### config.mk
export PLATFORM = sky130hd
export DESIGN_NAME = pdm_breath_sequencer
export DESIGN_NICKNAME = d
export VERILOG_FILES = /design/src/rtl/pdm_breath_sequencer.sv
export SDC_FILE = /design/constraint.sdc
export NUM_CORES = 1
export LEC_CHECK = 0
export ABC_AREA = 1
export ABC_CLOCK_PERIOD_IN_PS = 1570
export CAP_MARGIN = 20
export CORE_MARGIN = 2
export CORE_UTILIZATION = 48
export CTS_CLUSTER_DIAMETER = 200
export CTS_CLUSTER_SIZE = 28
export DETAILED_ROUTE_END_ITERATION = 10
export PLACE_DENSITY = 0.76
export SLEW_MARGIN = 25
export SYNTH_ARGS = -nofsm -noshare
export SYNTH_HDL_FRONTEND = slang
export SYNTH_SLANG_ARGS = --single-unit
### constraint.sdc
create_clock -name clk -period 1.57 [get_ports clk]
set_input_delay 0.314 -clock clk [delete_from_list [all_inputs] [get_ports clk]]
set_output_delay 0.314 -clock clk [all_outputs]
set_load 0.01 [all_outputs]
### src/rtl/pdm_breath_sequencer.sv
// rtl/pdm_breath_sequencer.sv - brightness level sequencer feeding the PDM LED driver
//
// Purpose: emits a LEVEL_W-bit level plus a one-cycle write strobe every
// (BASE_PERIOD << speed) enabled cycles. The level follows a triangle,
// sawtooth, fixed or blink pattern chosen by mode.
//
// Ports:
//   clk         in   system clock, rising edge
//   reset       in   asynchronous active-high reset
//   en          in   run enable; low freezes counter, level and direction
//   mode        in   00 triangle, 01 sawtooth, 10 fixed, 11 blink
//   speed       in   update period = BASE_PERIOD << speed
//   fixed_level in   level used in fixed mode
//   level_out   out  current level, registered
//   write_en    out  one-cycle strobe when level_out takes a new value
//   dir_up      out  triangle direction, 1 = rising
module pdm_breath_sequencer #(
    parameter int LEVEL_W     = 5,
    parameter int BASE_PERIOD = 16,
    parameter int CNT_W       = 7
) (
    input  logic               clk,
    input  logic               reset,
    input  logic               en,
    input  logic [1:0]         mode,
    input  logic [1:0]         speed,
    input  logic [LEVEL_W-1:0] fixed_level,
    output logic [LEVEL_W-1:0] level_out,
    output logic               write_en,
    output logic               dir_up
);

    localparam logic [LEVEL_W-1:0] MAXL = '1;

    typedef enum logic {
        DIR_DOWN = 1'b0,
        DIR_UP   = 1'b1
    } dir_t;

    dir_t               dir_q, dir_d;
    logic [CNT_W-1:0]   cnt_q, cnt_d;
    logic [CNT_W-1:0]   reload;
    logic [LEVEL_W-1:0] level_q, level_d;
    logic               we_q, we_d;
    logic               fresh_q, fresh_d;
    logic               update;

    assign reload = CNT_W'((BASE_PERIOD << speed) - 1);

    always_comb begin
        cnt_d   = cnt_q;
        level_d = level_q;
        dir_d   = dir_q;
        we_d    = 1'b0;
        fresh_d = 1'b0;
        update  = 1'b0;

        // The reload value depends on speed, so it cannot be an async reset
        // constant. Instead the first edge after reset release loads it,
        // already counting that edge as a decrement when en is high.
        if (fresh_q) begin
            cnt_d = en ? (reload - CNT_W'(1)) : reload;
        end else if (en) begin
            if (cnt_q == '0) begin
                update = 1'b1;
                cnt_d  = reload;
            end else begin
                cnt_d = cnt_q - CNT_W'(1);
            end
        end

        if (update) begin
            we_d = 1'b1;
            case (mode)
                2'b00: begin
                    // Turnaround emits MAXL-1 / 1 so each extreme appears once.
                    if (dir_q == DIR_UP) begin
                        if (level_q == MAXL) begin
                            dir_d   = DIR_DOWN;
                            level_d = MAXL - LEVEL_W'(1);
                        end else begin
                            level_d = level_q + LEVEL_W'(1);
                        end
                    end else begin
                        if (level_q == '0) begin
                            dir_d   = DIR_UP;
                            level_d = LEVEL_W'(1);
                        end else begin
                            level_d = level_q - LEVEL_W'(1);
                        end
                    end
                end
                2'b01:   level_d = (level_q == MAXL) ? '0 : (level_q + LEVEL_W'(1));
                2'b10:   level_d = fixed_level;
                default: level_d = (level_q == '0) ? MAXL : '0;
            endcase
        end
    end

    always_ff @(posedge clk or posedge reset) begin
        if (reset) begin
            cnt_q   <= '0;
            level_q <= '0;
            dir_q   <= DIR_UP;
            we_q    <= 1'b0;
            fresh_q <= 1'b1;
        end else begin
            cnt_q   <= cnt_d;
            level_q <= level_d;
            dir_q   <= dir_d;
            we_q    <= we_d;
            fresh_q <= fresh_d;
        end
    end

    assign level_out = level_q;
    assign write_en  = we_q;
    assign dir_up    = (dir_q == DIR_UP);

endmodule

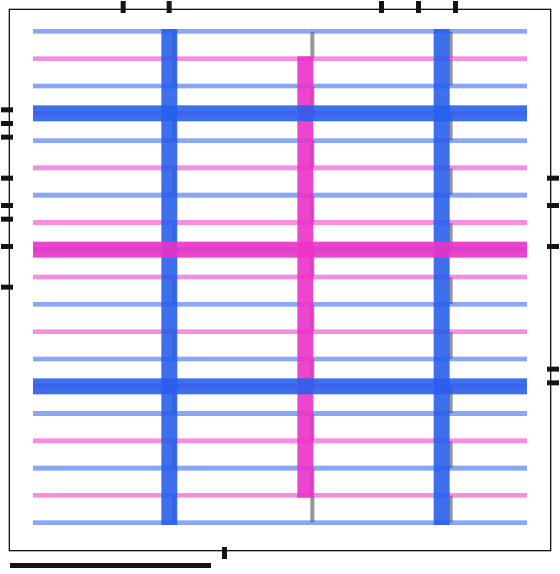
(images/power_grid.png)
Scale bar: 20 microns. Pins as bars on the die edge. Tap cells in gray.
net	color
VSS	blue
VDD	magenta
met1 rails	19
met4 straps	3
Core Region: 2410 sq um
Vert. Die Dim: 53.8 microns
IR drop worst, VDD: 575 uV
die width: 53.8 microns

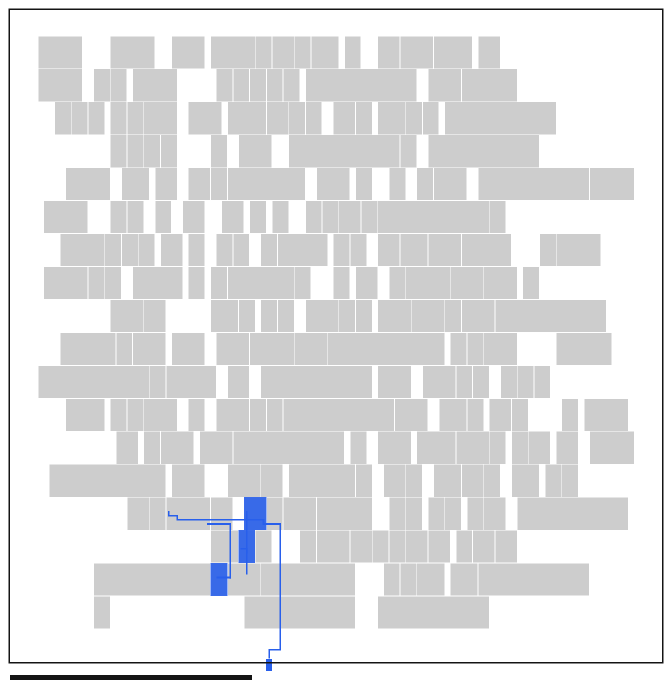
(images/io_fan.png)
Scale bar: 20 microns.
port	color	bits	direction	end cells	buffers	wire
en	blue	1	input	3	2	35.4 microns
Boundary Pins: 19
PortBufs: 18

==> run summary <==
Status of the implementation.

- The per-cell routed wire length is around 13 microns, for reference.
- The post-layout net count is 253, for reference.
- The post-synthesis mux area share is 0%, for reference.
- The clock passes through at most 2 buffers.
- The clock edge transition at the registers on the reported setup and hold paths is approximately 0.11 ns, for reference.
- After synthesis the cells add up to 1190 sq um.
- Together, buffers and inverters on the worst path number 4.
- The clock latency reported for the late side of the worst-skew pair is between 0.2 and 0.3 ns, for reference.
- The half-perimeter wire length after detailed placement is about 2400 microns, for reference.
- TritonCTS built the clock tree.
- The first-pass GRT wire length is around 4900 microns, for reference.
- The antenna diode count is 0, for reference.
- The kind of cell with the highest combined delay on the critical path is flip-flops, for reference.
- The checks that failed: setup timing.
- The remaining antenna violation count is 0, for reference.
- The final total power is 0.839 mW, for reference.
- The flow reports an fmax of between 0.6 and 0.7 GHz.
- The maximum fanout encountered on the critical timing path is 3, for reference.
- The post-placement cell count is between 200 and 300, for reference.
- The DRC marker count from the first detailed-route iteration is ~45, for reference.
- Once routing completed, OpenROAD measured the worst setup slack at -0.00633 ns.
- The die covers 2900 sq um.
- Listed in order, past its start point the critical path passes buf_6 > inv_2 > ha_4 > nand3_4 > buf_4 > o21ai_1 > nand2_1 > nand3_1 > nand3_2 > nand2_1 > inv_1.
- The synthesized design contains 15 register bits.
- The synthesis report lists the Yosys warning total as 0.
- Counting the buffers created by CTS gives 3.
- The mean cell area of the mapped netlist is about 6.5 sq um, for reference.
- The final-report setup violation count is 1, for reference.
- The core utilization at floorplan is 49.4%, for reference.
- Data on the critical path arrives at its endpoint at about 1.8 ns.
- The launching point of the worst reg2reg path is level_out[1], for reference.
- When the netlist entered floorplanning its net count stood at between 200 and 250.
- The worst stage delay on the critical path is between 0.4 and 0.5 ns, for reference.
- The via count of the first global-routing pass is approximately 1100.
- After Yosys synthesis, XOR and XNOR cells account for 0.735% of the synthesized area.
- The critical path class is flop to flop, for reference.
- The synthesized-area fraction occupied by and/or/nand/nor cells is 40.1%, for reference.
- In this run the clock root is driven by a clkbuf_4.
- The stat command in Yosys gives a chip area of 1190 sq um.
- The number of hold buffers added after CTS was 0.
- Per the CTS log, the maximum H-tree level is 1.
- For reference, the final report shows the max-slew violation count at 0.
- The synthesized-area fraction occupied by adder cells is approximately 7.4%, for reference.
- The number of clock sinks seen by CTS is 15, for reference.
- The non-filler instance count after layout is 263, for reference.
- The tightest min-delay check is of the primary input to asynchronous set/reset pin type.
- The count of library flops with an enable pin is 0, for reference.
- The flow ran to the end, but the final reports show violations.
- The routability congestion estimate from global placement is around 0.9, for reference.
- The endpoint type of the worst setup path is a flop, for reference.
- The number of OpenROAD warnings is 31, for reference.
- The final critical path takes up 100% of the cycle.
- The average via count per standard cell is about 5.2, for reference.
- The leakage power is ~0.9 nW, for reference.
- For reference, the final report shows the hold violation count at 0.
- The most numerous cell type found on the critical path is nand2_1.
- The number of antenna violations at the first check in global routing is 0, for reference.
- The cell count in the Yosys report is between 150 and 200, for reference.
- STA shows the worst reg2reg path with a cell count of 11.
- The total power density per cell area is roughly 480 nW/um^2, for reference.
- For this run, asynchronously set or reset flops after synthesis account for 100%.
- The main logic family after synthesis is simple AND/OR/NAND/NOR gates, for reference.
- Data on the critical path is required at its endpoint by 1.75 ns.
- The sequential element share of the synthesized area is a little under a third, for reference.
- The total overflow left after global routing is 0.
- The most used flip-flop cell is dfrtp_1, for reference.
- The worst register-to-register path ends at level_out[2].
- The routed layout reports a DRC error count of 0.
- The largest clock skew in the final design is approximately 0.012 ns, for reference.
- The ratio of cells with drive above 1 in the final layout is between 30 and 40%, for reference.
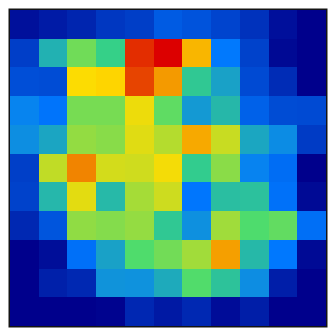
(images/metal_density.png)
11 x 11 tiles, from dark blue (low) to red (high), scaled to the fullest tile. Values are wire area over tile area, all layers added.
densest ninth of the die	middle
fullest tile	0.57
tiles over half the peak	31%
Total Routing Usage GR: 23.4%
routed via count: 1356

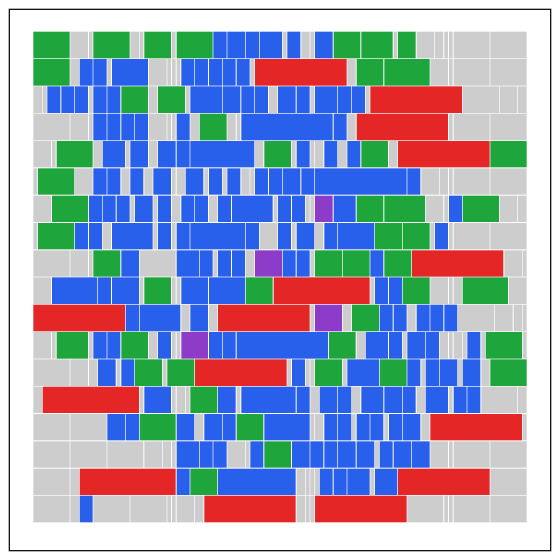
(images/placement_by_type.png)
Fill, decap, tap and diode cells in gray.
class	color	cells
clock drivers and dummy loads	purple	4
combinational and other logic	blue	166
flops	red	15
other buffers and delay cells	green	48
final cell area excluding filler cells: 1740 sq um
final core occ: 72.0%
standard-cell rows: 18
proportion of cell area occupied by registers: 21.8%

==> layer usage <==
layer / global-route usage, % / wire length, microns / share of wire [%] / vias to the layer above
met3: 5.28 / 233 / 6.7 / 7
met1: 31.0 / 1430 / 41 / 627
li1: - / - / - / 668
met4: 6.41 / 33 / 0.95 / 0
met2: 38.2 / 1790 / 51 / 54
met5: 0 / 0 / 0 / -
==> worst max path at each step <==
stage	depth (start not counted)	to	startpoint	slack, ns
3_5_place_dp	8	level_out[0]	en	-0.14
6_report	11	level_out[2]	level_out[1]	-0.006
4_1_cts	1	level_out[3]	level_out[3]	0.00004
2_1_floorplan	12	level_out[3]	level_out[0]	0.01
3_3_place_gp	8	level_out[0]	en	-0.09
5_1_grt	12	level_out[2]	level_out[1]	-0.12
==> registers in the layout (all words and copies together), names as in the netlist <==
register,flops
cnt_q,7
dir_up,1
fresh_q,1
level_out,5
write_en,1
==> what timing repair did <==
action / 4_1_cts / 5_1_grt
gates resized: 12 / 20
buffers inserted: 4 / 5
endpoints found under the setup margin: 10 / 11
pin swaps: 2 / 9
==> layout make-up <==
type | instances | area [sq um]
Fill cell | 181 | 674
Sequential cell | 15 | 379
Multi-Input combinational cell | 131 | 753
Timing Repair Buffer | 48 | 407
Tap cell | 30 | 37.5
Clock buffer | 3 | 22.5
Inverter | 35 | 131
Clock inverter | 1 | 5.00
==> Yosys cell counts (2+ instances only) <==
library cell  instances  area [sq um]
nand4_1               3          18.8
clkinv_1              2          7.51
inv_1                25          93.8
a21oi_1               4          20.0
ha_1                  7          87.6
a22oi_1               3          22.5
nor2_2                4          25.0
dfstp_2               2          52.6
o21ai_1               5          25.0
dfrtp_1              13           325
nand2_1              55           206
o21ai_0               5          25.0
nor2_1               20          75.1
nand3_1              16          80.1
inv_2                 8          30.0
==> cells by family after synthesis <==
family	Yosys count
other cells	1
compound gates	17
flops	15
xor+xnor	1
simple gates	105
buf+inv	36
fa+ha+maj	7
==> where the power goes <==
group	total (mW)	internal (mW)	switching (mW)
logic	0.178	0.0805	0.0973
clock network	0.233	0.0947	0.138
registers	0.429	0.408	0.0205
==> placed cells by master, fill, tap and decap left out, types with 4 or more instances in the layout <==
master           count
buf_4               29
nand2_1             54
inv_2               13
o21ai_0              4
nor2_2               6
a21oi_1              4
nand3_1             14
dfrtp_1             12
inv_1               20
o21ai_1              6
clkdlybuf4s50_1     13
nor2_1              16
==> worst reg2reg max path, cell delays in order (launching register included) <==
cell     delay [ns]
dfrtp_1        0.43
buf_6          0.14
inv_2          0.08
ha_4           0.16
nand3_4        0.09
buf_4          0.15
o21ai_1        0.07
nand2_1        0.07
nand3_1        0.09
nand3_2        0.07
nand2_1        0.08
inv_1          0.05
==> through the flow <==
| stage | hold slack, ns | utilization, % | setup WS [ns] | area (sq um) |
|---|---|---|---|---|
| floorplan | 0.214 | - | 0.0141 | 1190 |
| global placement | 0.487 | 64.6 | -0.0941 | 1560 |
| detailed placement | 0.528 | 64.6 | -0.141 | 1560 |
| CTS | 0.245 | 68.1 | 0.0000411 | 1640 |
| global route | 0.250 | 72.0 | -0.117 | 1740 |
| finish | 0.234 | 72.0 | -0.00633 | 1740 |
Power is estimated from default activity; no workload was simulated.
